Run 1, a small window of the routed layout:
Window x 26 to 76, y 47 to 97 um. Cells in gray, sequential cells in the stronger gray; small squares are vias.
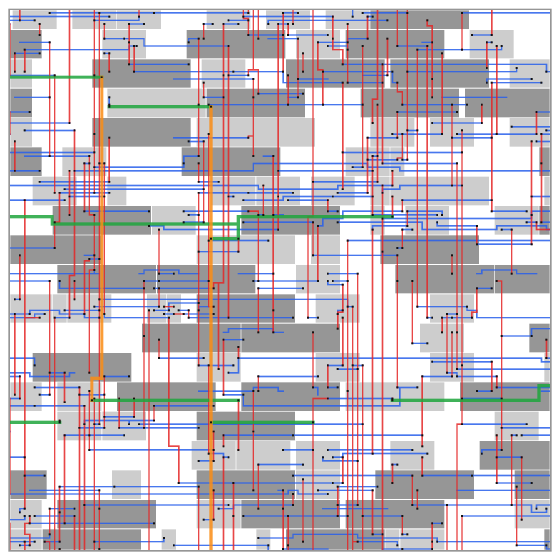
Run 1, power grid:
Drawn at 4 px/um. Pins as bars on the die edge.
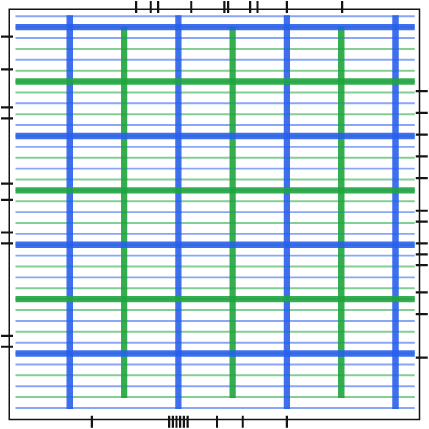
Run 1, signal metal coverage by tile:
Drawn at 4 px/um. The die is cut into 20 by 20 equal tiles; dark purple is low, yellow is high, scaled to the fullest tile. Values are wire area over tile area, all layers added.
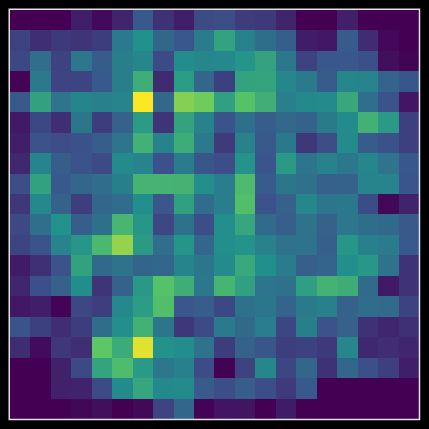
Run 1, cell placement:
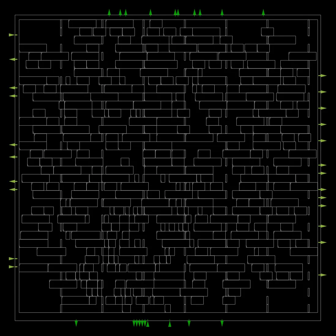
## src/rtl/i2c_pkg.sv

```systemverilog
// i2c_pkg: shared state encoding, SDA drive levels and word width for the I2C receive slave
package i2c_pkg;
  typedef enum logic [2:0] {IDLE, ADDR, ADDR_ACK, DATA, DATA_ACK, IGNORE} state_t;
  localparam logic ACK_LVL  = 1'b1;
  localparam logic NACK_LVL = 1'b0;
  localparam int   WORD_W   = 32;
endpackage

```

## src/rtl/i2c_line_sync.sv

```systemverilog
// i2c_line_sync: synchronizes SCL/SDA into clk and detects SCL edges plus START/STOP
//   clk, rst            : clock, async active-high reset (flops preset to idle bus = 1)
//   scl_in, sda_in      : raw bus lines
//   sda                 : synchronized SDA level
//   scl_rise, scl_fall  : one-cycle synchronized SCL edge strobes
//   start, stop         : one-cycle bus condition strobes
module i2c_line_sync #(
  parameter int SYNC_STAGES = 2
) (
  input  logic clk,
  input  logic rst,
  input  logic scl_in,
  input  logic sda_in,
  output logic sda,
  output logic scl_rise,
  output logic scl_fall,
  output logic start,
  output logic stop
);
  logic [SYNC_STAGES-1:0] r_scl_sync, r_sda_sync;
  logic r_scl_prev, r_sda_prev;
  logic w_scl;
  always_ff @(posedge clk or posedge rst) begin
    if (rst) begin
      r_scl_sync <= '1;
      r_sda_sync <= '1;
      r_scl_prev <= 1'b1;
      r_sda_prev <= 1'b1;
    end else begin
      r_scl_sync <= {r_scl_sync[SYNC_STAGES-2:0], scl_in};
      r_sda_sync <= {r_sda_sync[SYNC_STAGES-2:0], sda_in};
      r_scl_prev <= w_scl;
      r_sda_prev <= sda;
    end
  end
  assign w_scl    = r_scl_sync[SYNC_STAGES-1];
  assign sda      = r_sda_sync[SYNC_STAGES-1];
  assign scl_rise = w_scl & ~r_scl_prev;
  assign scl_fall = ~w_scl & r_scl_prev;
  // SCL must be high on both samples so an SDA move coincident with an SCL edge is not a bus condition
  assign start    = w_scl & r_scl_prev & r_sda_prev & ~sda;
  assign stop     = w_scl & r_scl_prev & ~r_sda_prev & sda;
endmodule

```

## src/rtl/slave_rx.sv

```systemverilog
// slave_rx: write-only I2C slave packing received bytes into 32-bit words through a two-entry ping-pong buffer
//   clk, rst           : clock, async active-high reset
//   scl_in, sda_in     : raw I2C lines
//   sda_oe             : 1 pulls SDA low (ACK)
//   rx_data, rx_valid  : oldest completed word and its valid flag
//   rx_ready           : consumer pop
//   RXBuff0, RXBuff1   : buffer full flags
//   overflow           : sticky, a word was refused for lack of space
//   busy               : addressed transaction in progress
module slave_rx
  import i2c_pkg::*;
#(
  parameter int         SYNC_STAGES = 2,
  parameter logic [6:0] OWN_ADDR    = 7'h2A
) (
  input  logic              clk,
  input  logic              rst,
  input  logic              scl_in,
  input  logic              sda_in,
  output logic              sda_oe,
  output logic [WORD_W-1:0] rx_data,
  output logic              rx_valid,
  input  logic              rx_ready,
  output logic              RXBuff0,
  output logic              RXBuff1,
  output logic              overflow,
  output logic              busy
);
  state_t r_state, w_state_nx;
  logic r_oe, w_oe_nx, r_ph, w_ph_nx;
  logic [2:0] r_bit_cnt;
  logic [1:0] r_byte_cnt;
  logic [7:0] r_shift;
  logic [WORD_W-9:0] r_word;
  logic [WORD_W-1:0] r_buf [2];
  logic [1:0] r_full;
  logic r_wr_sel, r_rd_sel, r_ovf;
  logic w_sda, w_rise, w_fall, w_start, w_stop;
  logic w_last, w_push, w_drop, w_pop;
  logic [7:0] w_byte;
  logic [WORD_W-1:0] w_word;
  i2c_line_sync #(.SYNC_STAGES(SYNC_STAGES)) u_sync (
    .clk(clk), .rst(rst), .scl_in(scl_in), .sda_in(sda_in),
    .sda(w_sda), .scl_rise(w_rise), .scl_fall(w_fall), .start(w_start), .stop(w_stop)
  );
  assign w_byte = {r_shift[6:0], w_sda};
  assign w_word = {r_word, w_byte};
  assign w_last = w_rise & (r_bit_cnt == 3'd7);
  assign w_pop  = rx_valid & rx_ready;
  always_comb begin
    w_state_nx = r_state;
    w_oe_nx    = r_oe;
    w_ph_nx    = r_ph;
    w_push     = 1'b0;
    w_drop     = 1'b0;
    if (w_start || w_stop) begin
      w_state_nx = w_start ? ADDR : IDLE;
      w_oe_nx    = NACK_LVL;
      w_ph_nx    = 1'b0;
    end else begin
      case (r_state)
        ADDR: if (w_last) w_state_nx = (w_byte[7:1] == OWN_ADDR && !w_byte[0]) ? ADDR_ACK : IGNORE;
        DATA: if (w_last) begin
          // space is judged on the flags before this cycle's pop
          w_drop     = (r_byte_cnt == 2'd3) & (&r_full);
          w_push     = (r_byte_cnt == 2'd3) & ~(&r_full);
          w_state_nx = w_drop ? IGNORE : DATA_ACK;
        end
        // first SCL fall drives the ACK, second releases it; both happen with SCL low
        ADDR_ACK, DATA_ACK: if (w_fall) begin
          w_oe_nx    = r_ph ? NACK_LVL : ACK_LVL;
          w_ph_nx    = ~r_ph;
          w_state_nx = r_ph ? DATA : r_state;
        end
        default: ;
      endcase
    end
  end
  always_ff @(posedge clk or posedge rst) begin
    if (rst) begin
      r_state <= IDLE;
      r_oe    <= NACK_LVL;
      r_ph    <= 1'b0;
    end else begin
      r_state <= w_state_nx;
      r_oe    <= w_oe_nx;
      r_ph    <= w_ph_nx;
    end
  end
  always_ff @(posedge clk or posedge rst) begin
    if (rst) begin
      r_bit_cnt  <= '0;
      r_byte_cnt <= '0;
      r_shift    <= '0;
      r_word     <= '0;
      r_buf[0]   <= '0;
      r_buf[1]   <= '0;
      r_full     <= '0;
      r_wr_sel   <= 1'b0;
      r_rd_sel   <= 1'b0;
      r_ovf      <= 1'b0;
    end else begin
      if (w_start) begin
        r_bit_cnt  <= '0;
        r_byte_cnt <= '0;
      end else if (w_rise && (r_state == ADDR || r_state == DATA)) begin
        r_bit_cnt <= r_bit_cnt + 3'd1;
        r_shift   <= w_byte;
      end
      if (!w_start && r_state == DATA && w_last) begin
        r_byte_cnt <= r_byte_cnt + 2'd1;
        r_word     <= w_word[WORD_W-9:0];
      end
      // push targets the free buffer and pop the full one, so they never collide
      if (w_push) begin
        r_buf[r_wr_sel]  <= w_word;
        r_full[r_wr_sel] <= 1'b1;
        r_wr_sel         <= ~r_wr_sel;
      end
      if (w_pop) begin
        r_full[r_rd_sel] <= 1'b0;
        r_rd_sel         <= ~r_rd_sel;
      end
      if (w_drop) r_ovf <= 1'b1;
    end
  end
  assign sda_oe   = r_oe;
  assign rx_data  = r_buf[r_rd_sel];
  assign rx_valid = r_full[r_rd_sel];
  assign RXBuff0  = r_full[0];
  assign RXBuff1  = r_full[1];
  assign overflow = r_ovf;
  assign busy     = !(r_state == IDLE || r_state == IGNORE);
endmodule

```

## config.mk

```make
export PLATFORM = sky130hd
export DESIGN_NAME = slave_rx
export DESIGN_NICKNAME = d
export VERILOG_FILES = /design/src/rtl/i2c_pkg.sv /design/src/rtl/i2c_line_sync.sv /design/src/rtl/slave_rx.sv
export SDC_FILE = /design/constraint.sdc
export NUM_CORES = 1
export LEC_CHECK = 0
export ABC_AREA = 0
export CAP_MARGIN = 20
export CORE_UTILIZATION = 50
export DETAILED_ROUTE_END_ITERATION = 8
export DONT_BUFFER_PORTS = 1
export GPL_TIMING_DRIVEN = 0
export RECOVER_POWER = 100
export SETUP_SLACK_MARGIN = 0.02
export SLEW_MARGIN = 5
export SYNTH_ARGS = -nofsm -noshare
export SYNTH_HDL_FRONTEND = slang
export SYNTH_SLANG_ARGS = --single-unit
```

## constraint.sdc

```tcl
create_clock -name clk -period 6.35 [get_ports clk]
set_clock_uncertainty 0.2 [all_clocks]
set_input_delay 0.9525 -clock clk [delete_from_list [all_inputs] [get_ports clk]]
set_output_delay 0.9525 -clock clk [all_outputs]
set_load 0.01 [all_outputs]
```

==> impl_metrics.yaml, run 1 <==
# implementation run metrics
worst_hold_path:
  whs_path_depth: 0
  holdPathEnd: "u_sync.r_scl_sync[1]$_DFF_PP1_"
power:
  clkPwrFrac: 0.484
  p_per_area_nw_per_um2: 311
  p_seq_uw: 810
  seqPwrFrac: 0.467
  p_sw_uw: 402
  cellInternalPower_uw: 1330
  comb-power_uw: 84.9
  p_clk_uw: 838
  fin_total_pwr_uw: 1730
logic_synthesis:
  ys_sh_mux: 0.309
  yosysUniqueCellTypes: 40
  ys_chip_area_sq_um: 5020
  ys_ff: 115
  yosys.area_share.aoi: 0.0239
  ys_sh_adder: 0.00748
  postSynth.asyncResetShare: 1.00
  fp_nets: 339
  top_cells_by_count: "dfrtp_1, mux2_2, mux2_4"
  yosys-stat-cells: 331
  syn_area_sq_um: 5020
  edf_count: 0
  simple_gate_area_frac: 0.0521
  ys_warn_count: 0
  synth_dominant_cell_count: "dfrtp_1"
  synth_seq_share: 0.575
worst_setup_path:
  max_stage_delay_ns: 0.67
  worstSetupStartpoint: "r_rd_sel$_DFFE_PP0P_"
  r2r-start: "u_sync.r_sda_sync[1]$_DFF_PP1_"
  worst_path_dominant_cell_family: "buffers and inverters"
  critPathArrivalTime_ns: 2.42
  crit_top_cell: "clkbuf_1"
  critPathLaunchType: "flip-flop"
  timing.reg2reg.setup_slack_ns: 2.79
  path_buffers: 2
  cp.required_ns: 5.20
cells_and_area:
  lay_top_cells: "dfrtp_1, mux2_2, mux2_1"
  drive_gt1_frac: 0.289
  finalInstanceArea_sq_um: 5570
  mi_logic_area_sq_um: 1880
  finalNonFillerCells: 496
  layout_top_cell: "dfrtp_1"
  layout.nets: 359
flow_run:
  drv_cap: 0
grt:
  grt_max_degree: 88
  grt_first_pass_wirelength_um: 14700
  grtUsageMet1: 0.267
  busiest_layer: "met2"
  use_met2: 0.289
  antenna_found_initial: 0
  gr-total-overflow: 0
  grt_util_met3: 0.0650
placement:
  dp_cells: 465
  io_buffers: 0
  hpwl_um: 6000
  gp_congestion: 0.814
  pre_cts_slack_ns: 3.28
timing:
  timing.final.max_slew_violations: 0
  setup-tns-final_ns: 0
  grt_setup_unrepaired: "no"
  maxSlewHeadroom: 0.0921
  hold_violations: 0
  clock.fmax_ghz: 0.280
  finalCritPeriodShare: 0.562
clock_network:
  postCtsSetupRepairBufs: 0
  ctsHoldBuffers: 0
  htreeDepth: 4
  cts-root-buf: "clkbuf_8"
  cts.repair.resized: 0
  cts_tree: "yes"
  cts_made_buffers: 17
routing:
  ant_nets: 0
  wl_met1_um: 4300
  drc: 0
  firstDrtPassIters: 4
  avgViaCountPerCell: 5.39
  wl_met3_um: 421
  maxUsedRoutingLayer: "met4"
floorplanning:
  fp_util: 0.514
  num_io_pins: 43
  fp.dieArea_sq_um: 10400
  die_h_um: 102
status:
  outcome: "complete, no violations"
Notes on 'a small window of the routed layout' above:
color	layer
red	met2
green	met3
orange	met4
blue	met1
netlist names of flops here include	`r_buf` (17), `r_word` (15), `r_shift` (3)
sequential cells in the window	35
cells with their middle in the window	99
most frequent	dfrtp_1 (35), mux2_2 (26), mux2_1 (18)

Notes on 'power grid' above:
color	net
blue	VSS
green	VDD
met4 straps	7
rows	36
signal pins	43
met1 rails	37

Notes on 'signal metal coverage by tile' above:
fullest tile	0.42
nearly empty tiles	8.7%
mean over tiles	0.13
tiles over half the peak	16%
emptiest ninth of the die	south-east
Routed WL per cell: 18.3 um
vias post-DR: 2,671
GRT Total Usage: 0.193
WL final: 9060 um

Notes on 'cell placement' above:
Fill cells: 830
fin util: 0.570
fraction of area in registers: 0.518

==> run 1: area by class of cell <==
| cell class | instances | share of cell area |
|---|---|---|
| plain buffers | 18 | 0.0124 |
| clock buffers | 20 | 0.0782 |
| clock inverters | 11 | 0.0160 |
| inverters | 4 | 0.00292 |
| multi-input cells | 194 | 0.338 |
| flip-flops and latches | 115 | 0.518 |
| well taps | 133 | 0.0299 |
| repair buffers | 1 | 0.00494 |
==> run 1: state kept, by name, summed over array words and instances, names as in the netlist, 2 cells and up <==
signal	flops
r_word	24
r_full	2
r_state	3
r_shift	7
u_sync.r_sda_sync	2
r_byte_cnt	2
u_sync.r_scl_sync	2
r_bit_cnt	3
r_buf	64
==> inputs of run 2 (changes only) <==
Settings changed: PLACE_DENSITY set to 0.68.
Clock period 6.35 ns to 3.1 ns, I/O delays scaled along.
Run 2, cell placement:
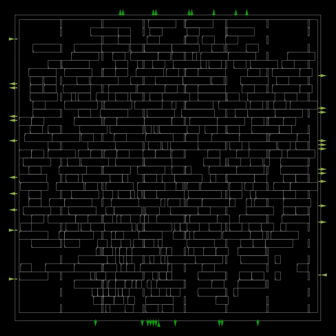
core footprint: 9770 sq um
Row Count: 36
fraction of area in registers: 0.503
fin util: 0.587
Fill cells: 803

==> run 2 against run 1 <==
Compared with the run above: flip-flop count is the same; combinational power grew 110%; total power grew 120%; core utilization grew 1.7 points; first-iteration DRC count shrank 7.1%; critical path depth is the same; critical path type unchanged; non-clock buffer count grew 6; via count grew 1.3%; area after synthesis is the same; critical endpoint is now rx_data[14]; clock power grew 140%; count of clock-buffer cells in the layout grew 2; largest power group unchanged.
==> impl_metrics.yaml, run 2 <==
# implementation run metrics
logic_synthesis:
  synth_dominant_cell_count: "dfrtp_1"
  fp_nets: 339
  yosys.area_share.aoi: 0.0239
  simple_gate_area_frac: 0.0521
  syn_area_sq_um: 5020
  ys_sh_adder: 0.00748
  top_cells_by_count: "dfrtp_1, mux2_2, mux2_4"
  ys_ff: 115
  ys_warn_count: 0
  yosysUniqueCellTypes: 40
  ys_sh_mux: 0.309
  edf_count: 0
routing:
  wl_per_cell_um: 18.4
  wl_met1_um: 4350
  routed_wl_um: 9230
  firstDrtPassIters: 4
  maxUsedRoutingLayer: "met4"
  drc: 0
  vias: 2707
  wl_met3_um: 300
floorplanning:
  fp_util: 0.514
  num_io_pins: 43
  die_h_um: 102
timing:
  grt_setup_unrepaired: "no"
  maxSlewHeadroom: 0.0124
  setup-tns-final_ns: 0
  finalCritPeriodShare: 0.947
  hold_violations: 0
  timing.final.max_slew_violations: 0
cells_and_area:
  largestClassByArea: "flip-flops and latches"
  logic_gates: 194
  regMostFlops: "r_buf"
  lay_top_cells: "dfrtp_1, mux2_2, mux2_1"
  largest_register_ffs: 64
  clkCellAreaFrac: 0.109
  inv_count: 4
  layout.nets: 365
  sh_comb_area: 0.331
  reg_top3: "r_buf (64), r_word (24), r_shift (7)"
  ff_count: 115
  drive_gt1_frac: 0.354
  nNonClkBuffers: 25
grt:
  grt_first_pass_wirelength_um: 15000
  use_met2: 0.312
  grtUsageMet1: 0.259
  grt_max_degree: 38
  grt_use_total: 0.199
  antenna_found_initial: 0
clock_network:
  cts_tree: "yes"
  htreeDepth: 4
  ctsHoldBuffers: 4
  cts_made_buffers: 17
worst_setup_path:
  critPathLaunchType: "flip-flop"
  crit_top_cell: "clkbuf_1"
  r2r-start: "r_state[0]$_DFFE_PP0P_"
  path_buffers: 2
  timing.reg2reg.setup_slack_ns: 0.17
  worst_path_dominant_cell_family: "buffers and inverters"
power:
  cellInternalPower_uw: 3040
status:
  outcome: "complete, no violations"
placement:
  pre_cts_slack_ns: 0.327
  hpwl_um: 6110
  dp_cells: 467
flow_run:
  drv_cap: 0
-- run 2: final timing paths --
check / end / cells after the start
worst max-delay path: rx_data[14] / 3
worst min-delay path: u_sync.r_sda_sync[1]$_DFF_PP1_ / 0
worst max register to register: r_buf[38]$_DFFE_PP0P_ / 6
worst min register to register: u_sync.r_sda_sync[1]$_DFF_PP1_ / 0
max in group asynchronous: r_word[1]$_DFFE_PP0P_ / 4
min in group asynchronous: r_buf[60]$_DFFE_PP0P_ / 2
-- run 2: stage by stage --
| stage | total power, uW | hold slack [ns] | utilization |
|---|---|---|---|
| finish | 3870 | 0.155 | 0.587 |
| global route | 4020 | 0.162 | 0.587 |
| CTS | 3930 | 0.156 | 0.605 |
| detailed placement | 1880 | 0.148 | 0.537 |
| global placement | 1850 | 0.147 | 0.531 |
| floorplan | 1800 | 0.145 | - |
No activity file was given, so power comes from the tool's default toggle rates.
